$ cat src/rtl/oled_init_sequencer.sv
// oled_init_sequencer: steps through the 6-entry SSD1306 power-up table and feeds each step to the SPI buffer stage.
// Latency: o_START follows i_GO by 2 cycles. With OLED_RES_PULSE_EN the delay is 2*RES_CYCLES+1 cycles.
// Backpressure: only one step is in flight. The next step waits for a rising edge of i_FINAL_BYTE, with a timeout abort.
// Optional build macro: OLED_RES_PULSE_EN adds a panel reset pulse on o_OLED_RES ahead of step 0.
module oled_init_sequencer #(
  parameter int GAP_CYCLES     = 4,
  parameter int DISP_ON_DELAY  = 100,
  parameter int TIMEOUT_CYCLES = 1024,
`ifdef OLED_RES_PULSE_EN
  parameter int RES_CYCLES     = 16,
`endif
  parameter int CNT_W          = 16
) (
  input  logic        i_SCK,
  input  logic        i_RST,
  input  logic        i_GO,
  input  logic        i_FINAL_BYTE,
  output logic [63:0] o_DATA,
  output logic [7:0]  o_DC,
  output logic [4:0]  o_N_transmit,
  output logic        o_START,
  output logic        o_BUSY,
  output logic        o_DONE,
  output logic        o_ERR,
  output logic [2:0]  o_STEP
`ifdef OLED_RES_PULSE_EN
  ,
  output logic        o_OLED_RES
`endif
);

  typedef enum logic [2:0] {
    S_IDLE, S_RES_LO, S_RES_HI, S_LOAD, S_START, S_WAIT_TX, S_GAP, S_DONE
  } state_t;

  localparam logic [CNT_W-1:0] CNT_ONE = CNT_W'(1);
  localparam logic [CNT_W-1:0] GAP_LD  = CNT_W'(GAP_CYCLES);
  localparam logic [CNT_W-1:0] DISP_LD = CNT_W'(DISP_ON_DELAY);
  // START uses up one cycle of the timeout window.
  // Counting that cycle makes o_ERR rise exactly TIMEOUT_CYCLES after o_START.
  localparam logic [CNT_W-1:0] TMO_LD  = CNT_W'(TIMEOUT_CYCLES - 1);
`ifdef OLED_RES_PULSE_EN
  localparam logic [CNT_W-1:0] RES_LD  = CNT_W'(RES_CYCLES - 1);
`endif

  state_t           state_q, state_d;
  logic [CNT_W-1:0] cnt_q, cnt_d;
  logic [2:0]       step_q, step_d;
  logic [63:0]      data_q, data_d;
  logic [7:0]       dc_q, dc_d;
  logic [4:0]       n_q, n_d;
  logic             start_q, start_d;
  logic             busy_q, busy_d;
  logic             done_q, done_d;
  logic             err_q, err_d;
  logic             fb_prev_q, fb_prev_d;
  logic             fb_rise;
`ifdef OLED_RES_PULSE_EN
  logic             res_q, res_d;
`endif

  // Power-up table: byte 0 sits in the low byte and is shifted out first.
  function automatic logic [63:0] step_data(input logic [2:0] s);
    logic [63:0] v;
    case (s)
      3'd0:    v = 64'h0000_0000_0000_00AE;
      3'd1:    v = 64'h0000_0000_0000_80D5;
      3'd2:    v = 64'h0000_0000_0000_3FA8;
      3'd3:    v = 64'h0000_0000_0000_148D;
      3'd4:    v = 64'h0000_0000_0000_00AF;
      3'd5:    v = 64'hFF00_FF00_FF00_FF00;
      default: v = 64'h0;
    endcase
    return v;
  endfunction

  function automatic logic [4:0] step_len(input logic [2:0] s);
    logic [4:0] v;
    case (s)
      3'd0, 3'd4: v = 5'd1;
      3'd5:       v = 5'd8;
      default:    v = 5'd2;
    endcase
    return v;
  endfunction

  // Step 5 is the only data phase. All other steps are command bytes.
  function automatic logic [7:0] step_dc(input logic [2:0] s);
    return (s == 3'd5) ? 8'hFF : 8'h00;
  endfunction

  // Next-state and next-output logic.
  // Every output is registered, so all of them are computed here.
  always_comb begin
    state_d   = state_q;
    cnt_d     = cnt_q;
    step_d    = step_q;
    data_d    = data_q;
    dc_d      = dc_q;
    n_d       = n_q;
    start_d   = 1'b0;
    busy_d    = busy_q;
    done_d    = done_q;
    err_d     = err_q;
    fb_prev_d = i_FINAL_BYTE;
`ifdef OLED_RES_PULSE_EN
    res_d     = res_q;
`endif
    // A level that is already high does not complete a transfer. Only a fresh edge does.
    fb_rise   = i_FINAL_BYTE & ~fb_prev_q;

    case (state_q)
      S_IDLE, S_DONE: begin
        if (i_GO) begin
          busy_d = 1'b1;
          done_d = 1'b0;
          err_d  = 1'b0;
          step_d = 3'd0;
`ifdef OLED_RES_PULSE_EN
          state_d = S_RES_LO;
          res_d   = 1'b0;
          cnt_d   = RES_LD;
`else
          state_d = S_LOAD;
`endif
        end
      end
`ifdef OLED_RES_PULSE_EN
      S_RES_LO: begin
        if (cnt_q == '0) begin
          state_d = S_RES_HI;
          res_d   = 1'b1;
          cnt_d   = RES_LD;
        end else begin
          cnt_d = cnt_q - CNT_ONE;
        end
      end
      // The LOAD cycle counts toward the high time.
      // This keeps the first o_START exactly RES_CYCLES after the reset pin is released.
      S_RES_HI: begin
        if (cnt_q <= CNT_ONE) begin
          state_d = S_LOAD;
        end else begin
          cnt_d = cnt_q - CNT_ONE;
        end
      end
`endif
      S_LOAD: begin
        data_d  = step_data(step_q);
        dc_d    = step_dc(step_q);
        n_d     = step_len(step_q);
        start_d = 1'b1;
        state_d = S_START;
      end
      S_START: begin
        cnt_d   = TMO_LD;
        state_d = S_WAIT_TX;
      end
      S_WAIT_TX: begin
        // When the final-byte edge and the timeout land in the same cycle, the edge takes priority.
        if (fb_rise) begin
          state_d = S_GAP;
          cnt_d   = (step_q == 3'd4) ? DISP_LD : GAP_LD;
        end else if (cnt_q <= CNT_ONE) begin
          state_d = S_DONE;
          err_d   = 1'b1;
          busy_d  = 1'b0;
          done_d  = 1'b1;
        end else begin
          cnt_d = cnt_q - CNT_ONE;
        end
      end
      S_GAP: begin
        if (cnt_q == '0) begin
          if (step_q == 3'd5) begin
            state_d = S_DONE;
            busy_d  = 1'b0;
            done_d  = 1'b1;
          end else begin
            step_d  = step_q + 3'd1;
            state_d = S_LOAD;
          end
        end else begin
          cnt_d = cnt_q - CNT_ONE;
        end
      end
      default: state_d = S_IDLE;
    endcase
  end

  // State, counter and registered outputs.
  // Reset aborts any transfer in progress.
  always_ff @(posedge i_SCK or negedge i_RST) begin
    if (!i_RST) begin
      state_q   <= S_IDLE;
      cnt_q     <= '0;
      step_q    <= 3'd0;
      data_q    <= 64'h0;
      dc_q      <= 8'h00;
      n_q       <= 5'd0;
      start_q   <= 1'b0;
      busy_q    <= 1'b0;
      done_q    <= 1'b0;
      err_q     <= 1'b0;
      fb_prev_q <= 1'b0;
`ifdef OLED_RES_PULSE_EN
      res_q     <= 1'b1;
`endif
    end else begin
      state_q   <= state_d;
      cnt_q     <= cnt_d;
      step_q    <= step_d;
      data_q    <= data_d;
      dc_q      <= dc_d;
      n_q       <= n_d;
      start_q   <= start_d;
      busy_q    <= busy_d;
      done_q    <= done_d;
      err_q     <= err_d;
      fb_prev_q <= fb_prev_d;
`ifdef OLED_RES_PULSE_EN
      res_q     <= res_d;
`endif
    end
  end

  assign o_DATA       = data_q;
  assign o_DC         = dc_q;
  assign o_N_transmit = n_q;
  assign o_START      = start_q;
  assign o_BUSY       = busy_q;
  assign o_DONE       = done_q;
  assign o_ERR        = err_q;
  assign o_STEP       = step_q;
`ifdef OLED_RES_PULSE_EN
  assign o_OLED_RES   = res_q;
`endif

endmodule
$ cat config.mk
export PLATFORM = sky130hd
export DESIGN_NAME = oled_init_sequencer
export DESIGN_NICKNAME = d
export VERILOG_FILES = /design/src/rtl/oled_init_sequencer.sv
export SDC_FILE = /design/constraint.sdc
export NUM_CORES = 1
export LEC_CHECK = 0
export CAP_MARGIN = 20
export CORE_MARGIN = 4
export CORE_UTILIZATION = 38
export CTS_CLUSTER_DIAMETER = 80
export DETAILED_ROUTE_END_ITERATION = 8
export PLACE_DENSITY = 0.7
export SLEW_MARGIN = 10
export SYNTH_ARGS = -nofsm -noshare
export SYNTH_HDL_FRONTEND = slang
export SYNTH_SLANG_ARGS = --single-unit
$ cat constraint.sdc
create_clock -name i_SCK -period 2.1 [get_ports i_SCK]
set_input_delay 0.63 -clock i_SCK [delete_from_list [all_inputs] [get_ports i_SCK]]
set_output_delay 0.63 -clock i_SCK [all_outputs]
set_load 0.03 [all_outputs]
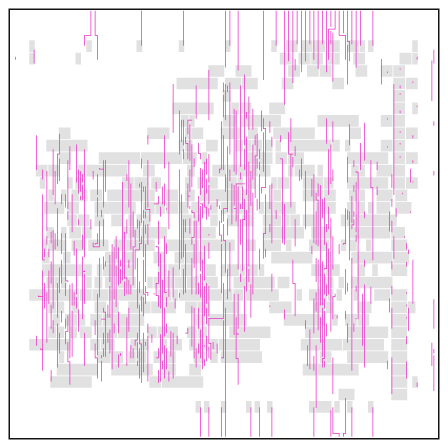
**Above:** signal wires on met2.
The layer holds 50% of the routed length. 339 nets have wire on it. The longest straight run is 32.1 um. The wires run mostly vertical.
met2 usage: 23.9%
total number of vias: 2,315
routed wire length: 6330 um

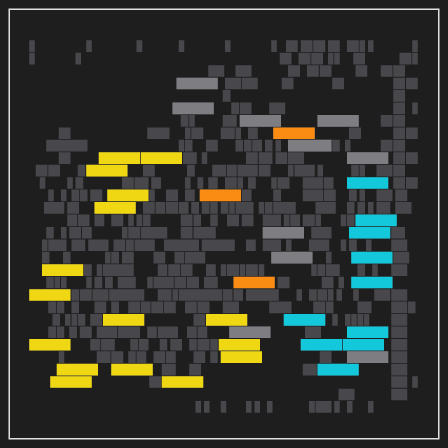
**Above:** sequential cells colored by netlist name.
Other sequential cells in the stronger gray, the rest of the logic in the fainter gray.
Key: `o_DATA` = cyan [placed flops 10]; `cnt_q` = yellow [placed flops 16]; `state_q` = orange [placed flops 3]
Another 10 sequential cells are not colored.

## state kept, by name (all words and copies together), names as in the netlist
| signal | cells |
|---|---|
| o_STEP | 3 |
| fb_prev_q | 1 |
| o_ERR | 1 |
| o_DATA | 10 |
| o_N_transmit | 2 |
| o_BUSY | 1 |
| cnt_q | 16 |
| o_START | 1 |
| state_q | 3 |
| o_DONE | 1 |
## where the power goes
part | leakage, uW | switching [uW] | internal [uW]
combinational | 0.00105 | 1560 | 1310
clock | 0.0000402 | 277 | 231
sequential | 0.000493 | 266 | 999
total | 0.00159 | 2110 | 2540
## cell usage after synthesis, types with 3 or more instances
cell type / n / share of area [%]
sky130_fd_sc_hd__nor2b_1: 6 / 1.3
sky130_fd_sc_hd__and2_1: 3 / 0.67
sky130_fd_sc_hd__clkbuf_1: 6 / 0.81
sky130_fd_sc_hd__inv_1: 8 / 1.1
sky130_fd_sc_hd__nor3_1: 8 / 1.4
sky130_fd_sc_hd__o21ai_0: 26 / 4.7
sky130_fd_sc_hd__nand3_1: 5 / 0.90
sky130_fd_sc_hd__or4_1: 4 / 1.1
sky130_fd_sc_hd__nand2_1: 28 / 3.8
sky130_fd_sc_hd__buf_4: 65 / 18
sky130_fd_sc_hd__nor2_1: 24 / 3.2
sky130_fd_sc_hd__o22ai_1: 4 / 0.90
sky130_fd_sc_hd__o21ai_1: 4 / 0.72
sky130_fd_sc_hd__ha_1: 8 / 3.6
sky130_fd_sc_hd__a21oi_1: 17 / 3.1
sky130_fd_sc_hd__or3_1: 7 / 1.6
sky130_fd_sc_hd__buf_2: 4 / 0.72
sky130_fd_sc_hd__o21a_1: 3 / 0.81
sky130_fd_sc_hd__dfrtp_1: 39 / 35
## through the flow
stage,hold slack [ns],util (%),instance area [um2]
after floorplan,0.334,-,2880
after global placement,0.455,47.3,3280
after detailed placement,0.469,47.3,3280
after CTS,0.287,48.7,3380
after global routing,0.312,50.3,3490
final,0.275,50.3,3490
## layout make-up
cell class                      instances  area, um2  share of cell area [%]
Tap cell                               96        120                    3.44
Timing Repair Buffer                  106        880                    25.2
Multi-Input combinational cell        221       1390                    39.9
Clock buffer                            5       68.8                    1.97
Sequential cell                        39        977                    28.0
Clock inverter                          3       20.0                   0.573
Inverter                                9       33.8                   0.968
## layer usage
layer	track usage (%)	up-vias
li1	-	1148
met1	18.3	1086
met2	23.9	76
met3	2.74	5
met4	4.33	0
met5	0	-
## what timing repair did
item / CTS / global route
pin swaps: 0 / 6
buffers inserted: 0 / 8
resized: 5 / 11
endpoints found under the hold margin: 0 / 0
setup endpoints to repair: 5 / 15
## critical path: cells and delay by family (launching register included)
family                 cells  cell delay (ns)
AOI/OAI and AO/OA          1             0.13
DFF                        1             0.39
and+or+nand+nor            4             1.22
buffers and inverters      2             0.26
## worst paths after layout
kind	cells past startpoint	slack, ns	from	endpoint
min in group i_SCK	2	0.48	o_DATA[3]	o_DATA[3]
max	7	0.03	cnt_q[0]	cnt_q[15]
min reg2reg	2	0.48	o_DATA[3]	o_DATA[3]
max reg2reg	7	0.03	cnt_q[0]	cnt_q[15]
min	1	0.28	i_RST	o_DATA[0]
max in group asynchronous	2	1.34	i_RST	cnt_q[4]
==> impl_summary.log <==
[report] extracting results
INFO  metric dp_cells = 463
INFO  metric cpMaxStageDelayCell = sky130_fd_sc_hd__or4_4
INFO  metric cts_tree = yes
INFO  metric drc_violations_left = 0
INFO  metric hold_viol_final = 0
INFO  metric drv_slew = 0
INFO  metric layout.cells.most_common = sky130_fd_sc_hd__buf_4
INFO  metric total_met2_wirelength_after_detailed_routing = 3140 um
INFO  metric critPathCaptureType = flop
INFO  metric clock_sink_count = 39
INFO  metric timing.critical_path.cells = buf_4, buf_4, or4_4, nor3_2, nand2_1, or4_1, a21oi_2
INFO  metric max-cap-violations = 0
INFO  metric grt_first_pass_wirelength = 10,100 um
INFO  metric hold_class = primary input to asynchronous set/reset pin
INFO  metric power.total = 4640 uW
INFO  metric grt_max_degree = 35
INFO  metric status = complete, no violations
INFO  metric htreeDepth = 2
INFO  metric timing.final.crit_share = 98.7%
INFO  metric cts_made_buffers = 5
INFO  metric path_clk_slew = 0.08 ns
INFO  metric final_cells = 479
INFO  metric worst-endpoint-arrival = 2.31 ns
INFO  metric critical_path.most_common_cell = sky130_fd_sc_hd__buf_4
INFO  metric worst-setup-path-type = flop to flop
INFO  metric drt_iter0_markers = 96
INFO  metric post_synthesis_register_bit_count = 39
INFO  metric top_layer_used = met4
INFO  metric globalplace.congestion = 0.833
INFO  metric clock_latency = 0.30 ns
INFO  metric met3_wirelength = 446 um
INFO  metric tightestPinTransition = 0.569 ns
INFO  metric achievable-frequency = 482 MHz
INFO  metric syn_to_final_growth = 25.4%
INFO  metric postLayoutSetupSlackWorst = 0.0273 ns
INFO  metric die_wd = 93.6 um
INFO  metric warning_count = 32
INFO  metric wl_met1 = 2680 um
INFO  metric grt_antenna_before_repair = 0
INFO  metric synth.yosys.chip_area = 2780 um2
INFO  metric slew_headroom = 61.9%
INFO  metric final.setup_skew = 0.00645 ns
INFO  metric cell_area_after_synthesis = 2780 um2
INFO  metric floorplan.die.height = 93.6 um
INFO  metric row_count = 30
INFO  metric floorplanUtilization = 40.1%
INFO  metric dpl_worst_slack = -0.267 ns
INFO  metric cp.required = 2.34 ns
INFO  metric port-buffer-count = 61
INFO  metric synthesis.area_per_instance = 8.67 um2
INFO  metric rsz0062_at_grt = true
INFO  metric p_leak = 0.00159 uW
INFO  metric wl_per_cell = 13.2 um
INFO  metric avgViaCountPerCell = 4.83
INFO  metric final_layout_size_suffix_gt1_share = 31.6%
INFO  metric synth-main-ff-cell = sky130_fd_sc_hd__dfrtp_1
INFO  metric synth_warnings = 0
INFO  metric synth-seq-area-share = 35.1%
INFO  metric crit_fanout = 4
INFO  metric asyncSetResetFlopFracSynth = 100%
INFO  metric startpoint_type = flop
INFO  metric synth_cell_type_count = 61
INFO  metric grt_overflow_total = 0
INFO  metric mux_share = 1.53%
INFO  metric setup-violations-final = 0
INFO  metric layout_top_cells = 77 x sky130_fd_sc_hd__buf_4, 38 x sky130_fd_sc_hd__dfrtp_1, 28 x sky130_fd_sc_hd__nand2_1
INFO  metric fp.dieArea = 8760 um2
INFO  metric slowest_delay = 0.54 ns
INFO  metric core-area = 6940 um2
INFO  metric grt_pass1_vias = 2,124
INFO  metric cts_max_path_buffers = 2
INFO  metric cts_hold_buf = 0
INFO  metric synth-simple-area-share = 21.3%
INFO  metric final.fill_count = 666
INFO  metric nets = 394
INFO  metric clock-root-buffer = sky130_fd_sc_hd__clkbuf_8
INFO  metric adder_area_share = 3.60%
INFO  metric ys_cells = 321
INFO  metric yosys.area_share.xor_xnor = 0.315%
INFO  metric logic_family = simple AND/OR/NAND/NOR gates
INFO  metric io_pins = 88
INFO  metric hpwl = 4800 um
INFO  metric post_synth_tally_of_flip_flops_with_integrated_enable = 0
INFO  metric antenna_violating_nets_post_route = 0
INFO  metric tot_gr_track_use = 14.2%
INFO  metric worst_ir_drop_vdd = 0.581 mV
INFO  metric postSynthCellCount = 321
INFO  metric setup-tns-final = 0 ns
INFO  metric final_period_minus_worst_setup_slack = 2.07 ns
INFO  metric ys_sh_aoi = 17.6%
INFO  metric antenna-diode-count = 0
INFO  metric power_per_cell_area = 1330 nW/um2
INFO  metric detailedRoute.firstPassIterationCount = 4
Power figures rest on the tool's default switching activity, not on a simulated workload.
